`src/rtl/fractcam_pkg.sv`:
```
// Shared definitions for the fractional TCAM update controller.
//   KW     key width (sweep length is 2**KW addresses)
//   DEPTH  number of rule entries
//   GROUP  entries per fractcam unit, NGRP groups in total
//   OP_*   update opcodes carried on upd_op
//   state_t controller FSM states
package fractcam_pkg;

   localparam int KW    = 5;
   localparam int DEPTH = 32;
   localparam int GROUP = 8;
   localparam int NGRP  = DEPTH / GROUP;
   localparam int IW    = $clog2(DEPTH);
   localparam int GW    = $clog2(NGRP);

   localparam logic [1:0] OP_WRITE  = 2'b00;
   localparam logic [1:0] OP_DELETE = 2'b01;
   localparam logic [1:0] OP_FLUSH  = 2'b10;
   localparam logic [1:0] OP_NOP    = 2'b11;

   typedef enum logic [2:0] {
      S_INIT  = 3'd0,
      S_IDLE  = 3'd1,
      S_LOAD  = 3'd2,
      S_SWEEP = 3'd3,
      S_DONE  = 3'd4
   } state_t;

endpackage

```
`src/rtl/fractcam_prio_enc.sv`:
```
// Lowest-index-wins priority encoder over the TCAM match vector.
//   match  in   DEPTH  per-entry match bits
//   hit    out  1      any bit set
//   idx    out  IW     index of lowest set bit, 0 when no bit is set
module fractcam_prio_enc
   import fractcam_pkg::*;
(
   input  logic [DEPTH-1:0] match,
   output logic             hit,
   output logic [IW-1:0]    idx
);

   // Scanning downwards lets the lowest set bit overwrite all higher ones.
   always_comb begin
      hit = |match;
      idx = '0;
      for (int i = DEPTH - 1; i >= 0; i--) begin
         if (match[i]) idx = IW'(i);
      end
   end

endmodule

```
`src/rtl/fractcam_upd_ctrl.sv`:
```
// Rule-update sequencer and search arbiter for the 32-entry fractional TCAM.
// Keeps a shadow {valid,key,mask} table and rewrites one group's LUTs by
// sweeping every key address; shares the TCAM sk port with lookups.
//   wclk, rst_n          clock, synchronous active-low reset
//   upd_*                update request channel, upd_done pulses when written
//   srch_*               lookup request channel
//   rslt_*               lookup result strobe, hit flag and lowest index
//   busy                 init or update sweep in progress
//   tcam_*               registered drive to the TCAM, tcam_match back from it
//   dbg_state            current FSM state
// Handshake: a transfer happens on a rising edge where valid and ready are
// both high; ready never depends on the same channel's valid, except that
// srch_ready drops while upd_valid is high so an update wins the port.
module fractcam_upd_ctrl
   import fractcam_pkg::*;
(
   input  logic              wclk,
   input  logic              rst_n,
   input  logic              upd_valid,
   output logic              upd_ready,
   input  logic [1:0]        upd_op,
   input  logic [IW-1:0]     upd_idx,
   input  logic [KW-1:0]     upd_key,
   input  logic [KW-1:0]     upd_mask,
   output logic              upd_done,
   input  logic              srch_valid,
   output logic              srch_ready,
   input  logic [KW-1:0]     srch_key,
   output logic              rslt_valid,
   output logic              rslt_hit,
   output logic [IW-1:0]     rslt_idx,
   output logic              busy,
   output logic [KW-1:0]     tcam_sk,
   output logic              tcam_clr,
   output logic [NGRP-1:0]   tcam_we,
   output logic [GROUP-1:0]  tcam_rules,
   input  logic [DEPTH-1:0]  tcam_match,
   output logic [2:0]        dbg_state
);

   state_t state, nxt;

   logic [KW-1:0]    cnt;
   logic [1:0]       op_q;
   logic [IW-1:0]    idx_q;
   logic [KW-1:0]    key_q, mask_q;
   logic [DEPTH-1:0] sh_valid;
   logic [KW-1:0]    sh_key  [DEPTH];
   logic [KW-1:0]    sh_mask [DEPTH];

   logic             upd_fire, srch_fire, srch_pend;
   logic [GW-1:0]    grp;
   logic             flush;
   logic [IW-1:0]    ent;
   logic [GROUP-1:0] rules_calc;
   logic [KW-1:0]    sk_d;
   logic [NGRP-1:0]  we_d;
   logic [GROUP-1:0] rules_d;
   logic             done_d;
   logic             enc_hit;
   logic [IW-1:0]    enc_idx;

   assign upd_ready  = (state == S_IDLE);
   assign srch_ready = upd_ready & ~upd_valid;
   assign upd_fire   = upd_ready & upd_valid;
   assign srch_fire  = srch_ready & srch_valid;
   // Held in reset the controller reports idle even though it sits in INIT.
   assign busy       = rst_n & (state != S_IDLE);
   assign tcam_clr   = 1'b0;
   assign dbg_state  = state;
   assign grp        = GW'(int'(idx_q) / GROUP);
   assign flush      = (op_q == OP_FLUSH);

   // ---------------- state register ----------------
   always_ff @(posedge wclk) begin
      if (!rst_n) state <= S_INIT;
      else        state <= nxt;
   end

   // ---------------- next state ----------------
   always_comb begin
      nxt = state;
      case (state)
         S_INIT:  if (cnt == '1) nxt = S_IDLE;
         S_IDLE:  if (upd_valid) nxt = (upd_op == OP_NOP) ? S_DONE : S_LOAD;
         S_LOAD:  nxt = S_SWEEP;
         S_SWEEP: if (cnt == '1) nxt = S_DONE;
         S_DONE:  nxt = S_IDLE;
         default: nxt = S_INIT;
      endcase
   end

   // LUT contents for the target group at sweep address cnt.
   always_comb begin
      rules_calc = '0;
      ent        = '0;
      for (int j = 0; j < GROUP; j++) begin
         ent = IW'(int'(grp) * GROUP + j);
         rules_calc[j] = sh_valid[ent] & (((cnt ^ sh_key[ent]) & sh_mask[ent]) == '0);
      end
   end

   // ---------------- outputs (registered below) ----------------
   // sk defaults to its held value so LOAD and idle cycles leave an
   // in-flight lookup address untouched.
   always_comb begin
      sk_d    = tcam_sk;
      we_d    = '0;
      rules_d = '0;
      done_d  = 1'b0;
      case (state)
         S_INIT: begin
            sk_d = cnt;
            we_d = '1;
         end
         S_IDLE: if (srch_fire) sk_d = srch_key;
         S_SWEEP: begin
            sk_d    = cnt;
            we_d    = flush ? '1 : (NGRP'(1) << grp);
            rules_d = flush ? '0 : rules_calc;
         end
         S_DONE:  done_d = 1'b1;
         default: ;
      endcase
   end

   fractcam_prio_enc u_enc (
      .match (tcam_match),
      .hit   (enc_hit),
      .idx   (enc_idx)
   );

   always_ff @(posedge wclk) begin
      if (!rst_n) begin
         cnt        <= '0;
         op_q       <= OP_NOP;
         idx_q      <= '0;
         key_q      <= '0;
         mask_q     <= '0;
         sh_valid   <= '0;
         tcam_sk    <= '0;
         tcam_we    <= '0;
         tcam_rules <= '0;
         upd_done   <= 1'b0;
         srch_pend  <= 1'b0;
         rslt_valid <= 1'b0;
         rslt_hit   <= 1'b0;
         rslt_idx   <= '0;
      end else begin
         // Sweep address; falls back to 0 outside INIT/SWEEP so each sweep starts at 0.
         cnt <= (state == S_INIT || state == S_SWEEP) ? cnt + 1'b1 : '0;
         if (upd_fire) begin
            op_q   <= upd_op;
            idx_q  <= upd_idx;
            key_q  <= upd_key;
            mask_q <= upd_mask;
         end
         if (state == S_LOAD) begin
            case (op_q)
               OP_WRITE:  sh_valid[idx_q] <= 1'b1;
               OP_DELETE: sh_valid[idx_q] <= 1'b0;
               OP_FLUSH:  sh_valid        <= '0;
               default:   ;
            endcase
         end
         tcam_sk    <= sk_d;
         tcam_we    <= we_d;
         tcam_rules <= rules_d;
         upd_done   <= done_d;
         // Match is sampled one edge after sk was driven with the search key.
         srch_pend  <= srch_fire;
         rslt_valid <= srch_pend;
         if (srch_pend) begin
            rslt_hit <= enc_hit;
            rslt_idx <= enc_idx;
         end
      end
   end

   // Key/mask only matter while valid is set, so they carry no reset.
   always_ff @(posedge wclk) begin
      if (rst_n && state == S_LOAD && op_q == OP_WRITE) begin
         sh_key[idx_q]  <= key_q;
         sh_mask[idx_q] <= mask_q;
      end
   end

endmodule

```
`config.mk`:
```
export PLATFORM = sky130hd
export DESIGN_NAME = fractcam_upd_ctrl
export DESIGN_NICKNAME = d
export VERILOG_FILES = /design/src/rtl/fractcam_pkg.sv /design/src/rtl/fractcam_prio_enc.sv /design/src/rtl/fractcam_upd_ctrl.sv
export SDC_FILE = /design/constraint.sdc
export NUM_CORES = 1
export LEC_CHECK = 0
export CORE_MARGIN = 8
export CORE_UTILIZATION = 65
export CTS_CLUSTER_DIAMETER = 60
export DETAILED_ROUTE_END_ITERATION = 12
export DONT_BUFFER_PORTS = 1
export GPL_ROUTABILITY_DRIVEN = 0
export GPL_TIMING_DRIVEN = 1
export PLACE_DENSITY = 0.81
export SLEW_MARGIN = 20
export SYNTH_ARGS = -nofsm -noshare
export SYNTH_HDL_FRONTEND = slang
export SYNTH_HIERARCHICAL = 1
export SYNTH_SLANG_ARGS = --single-unit
export TNS_END_PERCENT = 1
```
`constraint.sdc`:
```
create_clock -name wclk -period 5.9 [get_ports wclk]
set_clock_uncertainty 0.05 [all_clocks]
set_input_delay 0.59 -clock wclk [delete_from_list [all_inputs] [get_ports wclk]]
set_output_delay 0.59 -clock wclk [all_outputs]
set_load 0.05 [all_outputs]
```
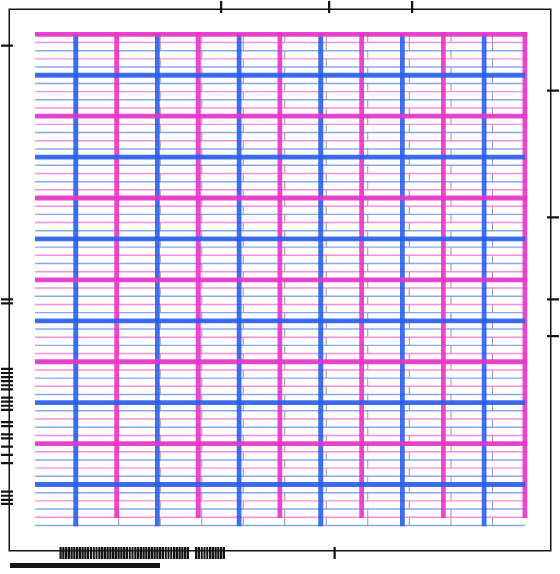
Fig. 1. Supply network (run 1).
The bar under the picture is 50 um long. Pins as bars on the die edge. Tap cells in gray.
| color | net |
|---|---|
| blue | VSS |
| magenta | VDD |
signal pins: 90
tap cells: 341
met4 straps: 12
met5 straps: 12

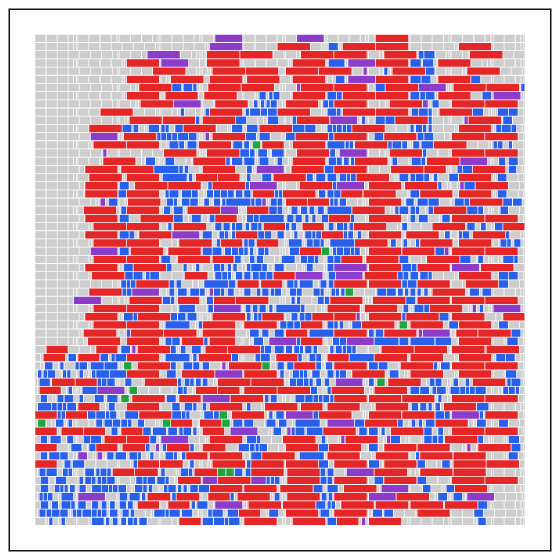
Fig. 2. Placement by cell class (run 1).
Fill, decap, tap and diode cells in gray.
| color | class | cells |
|---|---|---|
| red | sequential cells | 405 |
| green | remaining buffers and delay cells | 15 |
| blue | remaining logic cells | 841 |
| purple | clock drivers and dummy loads | 72 |

==> qor.csv, run 1 <==
stage;metric;value;unit
outcome;status;finished clean;
cts;cts_tree;done;
sta;hold_viol_final;0;
cts;clk_pin_slew;60;ps
synth;muxShareOfSynthArea;0.0381;
synth;top_area_cell;edfxtp_1;
detailed_routing;remaining_drc_errors;0;
synth;syn-num-nets;1393;
synth;avgSynthCellArea;13.1;um2
sta;rsz0062_at_grt;false;
sta;slew_headroom;0.196;
sta;holdWs;104;ps
critical_path;cp.depth;4;
detailed_routing;dr_total_vias;11200;
cells_and_area;nNetsFinal;1367;
critical_path;crit_path_cell_trace;nand2b_4 > nor3b_1 > nand2_2 > nor2_1;
global_routing;antenna_found_initial;0;
global_routing;grt_max_degree;76;
sta;clock.fmax;308;MHz
critical_path;critPathBufInv;0;
cts;cts_root_buf;clkbuf_16;
cts;holdBufCountCts;0;
synth;synth.distinct_cells;79;
synth;syn_inst;1329;
critical_path;start_kind;flip-flop;
critical_path;slowest_delay;900;ps
detailed_routing;drt_iter0_drc;1332;
place;port_buffers;0;
cts;post-cts-setup-buffers;0;
detailed_routing;drt_pre_antenna_iters;6;
detailed_routing;met3_wirelength;4.05;mm
detailed_routing;top_layer;met4;
synth;yosys_area;17400;um2
synth;logic_family;AND-OR/OR-AND gates;
synth;synth_seq_share;0.651;
critical_path;crit_slowest_cell;nor2_1;
cts;clockBufferDepth;3;
detailed_routing;wl_met2;20.7;mm
detailed_routing;ant_nets;0;
critical_path;rr_startpoint;dbg_state[1];
flow_run;timing.max_cap.violations;0;
synth;ys_warn_count;6;
sta;finalSetupViolations;0;
synth;yosys_cells;1329;
global_routing;grt-ovfl-total;0;
critical_path;required;6000;ps
floorplanning;fp_util;0.653;
synth;adder_share;0.00432;
sta;min_period;3240;ps
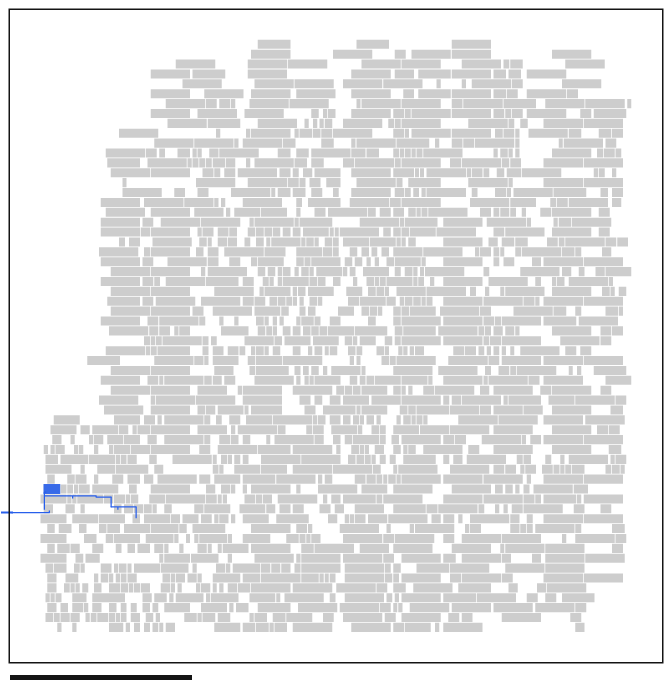
Fig. 3. Nets reached from selected ports (run 1).
The bar under the picture is 50 um long.
| color | port | bits | direction | edge | end cells | buffers | wire |
|---|---|---|---|---|---|---|---|
| blue | upd_ready | 1 | output | west | 1 | 1 | 48.9 um |

run 1: per-stage QoR:
step / utilization / power (mW) / setup slack [ps]
final: 0.705 / 6.69 / 2660
after detailed placement: 0.657 / 4.24 / 2720
after CTS: 0.705 / 6.70 / 2700
after floorplan: - / 4.01 / 2620
after global routing: 0.705 / 6.89 / 2420
after global placement: 0.657 / 4.22 / 2820
run 1: report_power, final:
group	internal [mW]	leakage, nW	switching, mW
clock network	1.47	0.623	1.03
logic	0.265	2.17	0.443
registers	3.17	3.71	0.321
total	4.90	6.50	1.79
run 1: cell type report:
cell class	count	area [um2]
sequential	405	11300
fill	1755	7840
multi-input combinational	773	5330
clock buffer	58	1130
tap	341	427
inverter	68	255
clock inverter	14	153
timing repair buffer	15	113
run 1: cells in the final DEF (no fill, tap or decap), drive strengths merged, types with 5 or more instances in the layout:
cell type  netlist  layout
a2111oi          5       5
a211oi           8       8
a21boi          18      18
a21oi           70      70
a221oi          13      13
a22oi            7       7
a311oi           7       7
a31oi           38      38
a32o             7       7
a32oi           14      14
and2            35      35
and3            14      14
and3b            8       8
buf             58      15
clkbuf          25      58
clkinv           1      11
dfxtp           85      85
edfxtp         320     320
ha               6       6
inv             67      68
mux2i           29      29
mux4            16      16
nand2           95      95
nand3           35      35
nand3b          10      10
nor2            74      74
nor2b           12      12
nor3            16      16
nor3b           10      10
nor4             8       8
o211a            5       5
o21a             7       7
o21ai           23      23
o22ai           33      33
o31ai            5       5
or4              5       5
xnor2            5       5
xor2            82      82
run 1: cell families (layout without fill, tap and decap cells):
logic type | count (synthesis) | after routing
AND/OR/NAND/NOR | 335 | 335
adder cells (fa/ha/maj) | 6 | 6
buffers and inverters | 151 | 155
flip-flops | 405 | 405
other | 1 | 1
multiplexers | 46 | 46
AND-OR/OR-AND | 298 | 298
XOR/XNOR | 87 | 87
Fig. 4: run 1, routed metal per tile
36 x 36 tiles, from dark blue (low) to red (high), scaled to the fullest tile. Values are wire area over tile area, all layers added.
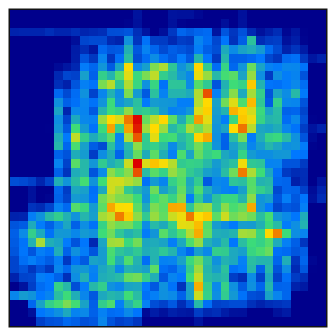

==> inputs of run 2 (changes only) <==
--- a/config.mk
+++ b/config.mk
@@ -6,13 +6,13 @@
 export NUM_CORES = 1
 export LEC_CHECK = 0
 export CORE_MARGIN = 8
-export CORE_UTILIZATION = 65
+export CORE_UTILIZATION = 57
 export CTS_CLUSTER_DIAMETER = 60
 export DETAILED_ROUTE_END_ITERATION = 12
 export DONT_BUFFER_PORTS = 1
 export GPL_ROUTABILITY_DRIVEN = 0
 export GPL_TIMING_DRIVEN = 1
-export PLACE_DENSITY = 0.81
+export PLACE_DENSITY = 0.75
 export SLEW_MARGIN = 20
 export SYNTH_ARGS = -nofsm -noshare
 export SYNTH_HDL_FRONTEND = slang
==> constraint.sdc (replaced) <==
create_clock -name wclk -period 2.7 [get_ports wclk]
set_clock_uncertainty 0.05 [all_clocks]
set_input_delay 0.27 -clock wclk [delete_from_list [all_inputs] [get_ports wclk]]
set_output_delay 0.27 -clock wclk [all_outputs]
set_load 0.05 [all_outputs]
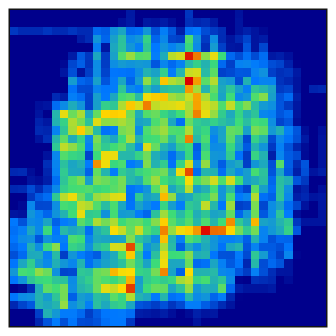
Fig. 5. Routed metal per tile (run 2).
38 x 38 tiles, from dark blue (low) to red (high), scaled to the fullest tile. Values are wire area over tile area, all layers added.
nearly empty tiles: 22%
fullest tile: 0.68
tiles over half the peak: 19%
emptiest ninth of the die: north-west
mean over tiles: 0.19
densest ninth of the die: center
drt total wl: 41.6 mm
vias post-DR: 11400
Tot GR Track Use: 0.228
WL/cell: 22.8 um

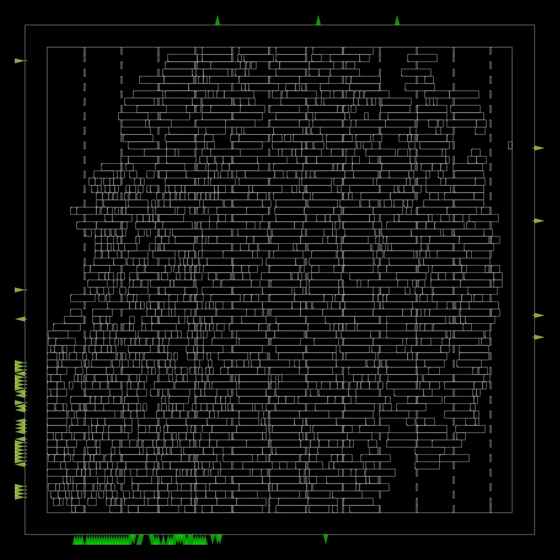
Fig. 6. Cell outlines without signal wires (run 2).
Tapcell Cnt: 396
Placeable Area: 30300 um2

==> qor.csv, run 2 <==
stage;metric;value;unit
outcome;status;finished clean;
detailed_routing;drt_pre_antenna_iters;5;
global_routing;grt_max_degree;80;
critical_path;crit_slowest_cell;dfxtp_2;
critical_path;crit_path_cell_trace;buf_4 > nor4bb_1 > a311oi_1 > o21ai_0 > or3_1 > a221oi_2;
synth;avgSynthCellArea;13.1;um2
global_routing;antenna_found_initial;0;
synth;synth.distinct_cells;79;
cts;clockBufferDepth;3;
sta;min_period;2220;ps
sta;clock.fmax;451;MHz
global_routing;grt-ovfl-total;0;
sta;slew_headroom;0.450;
synth;syn_inst;1329;
synth;syn-num-nets;1393;
cts;cts_tree;done;
critical_path;required;3090;ps
sta;finalSetupViolations;0;
critical_path;start_kind;flip-flop;
cells_and_area;lay_top_count;edfxtp_1;
cells_and_area;fillCellCount;2156;
critical_path;r2r_slack;480;ps
synth;synth_seq_share;0.651;
flow_run;timing.max_cap.violations;0;
detailed_routing;remaining_drc_errors;0;
cts;clk_pin_slew;60;ps
sta;hold_viol_final;0;
synth;top_area_cell;edfxtp_1;
detailed_routing;drt_iter0_drc;1173;
synth;synthArstFlopShare;0;
cts;holdBufCountCts;29;
place;port_buffers;0;
cts;post-cts-setup-buffers;0;
sta;rsz0062_at_grt;false;
detailed_routing;ant_nets;0;
synth;yosys_cells;1329;
cells_and_area;lay_top_cells;320 x edfxtp_1, 95 x nand2_1, 82 x xor2_1;
synth;yosys_area;17400;um2
cts;cts_root_buf;clkbuf_16;
cells_and_area;nNetsFinal;1461;
floorplanning;fp_util;0.574;
cells_and_area;antenna_cells;0;
==> run 2: final cells by class <==
type,count,area (um2),share of cell area
Tap cell,396,495,0.0252
Inverter,68,255,0.0130
Multi-Input combinational cell,773,5330,0.271
Clock inverter,21,201,0.0102
Sequential cell,405,11300,0.575
Clock buffer,52,1110,0.0563
Timing Repair Buffer,109,971,0.0493
==> run 2: layer usage <==
metal / vias up / share of wire / track usage
met1: 5598 / 0.40 / 0.295
met4: 0 / 0.028 / 0.0794
li1: 5126 / - / -
met5: - / 0 / 0
met2: 560 / 0.48 / 0.378
met3: 75 / 0.092 / 0.0474
==> run 2: per-stage QoR <==
step           std cells  hold WS (ps)  setup slack, ps  power [mW]  utilization
4_1_cts             1824          1.50              470        14.8        0.650
2_1_floorplan       1329           355             16.0        8.76            -
6_report            1824          21.6              484        14.8        0.650
3_5_place_dp        1722           330              533        9.33        0.597
3_3_place_gp        1722           322              575        9.30        0.597
5_1_grt             1824          31.8              354        15.3        0.650
==> run 2: logic make-up after synthesis <==
family | Yosys count | share of synthesized area
DFF | 405 | 0.651
and+or+nand+nor | 335 | 0.0994
AOI/OAI and AO/OA | 298 | 0.120
buffers and inverters | 151 | 0.0424
xor gates and xnor gates | 87 | 0.0439
muxes | 46 | 0.0381
adders and majority gates | 6 | 0.00432
other | 1 | 0.000216
==> run 2: power breakdown <==
group          switching, mW  internal [mW]
sequential             0.371           6.92
clock                   2.28           3.20
combinational           1.30          0.710
total                   3.95           10.8
==> run 2: critical path, delay by kind of cell (launching register included) <==
kind | cells | cell delay (ps)
buf+inv | 1 | 290
simple gates | 2 | 510
compound gates | 3 | 690
flops | 1 | 580
Power is estimated from default activity; no workload was simulated.
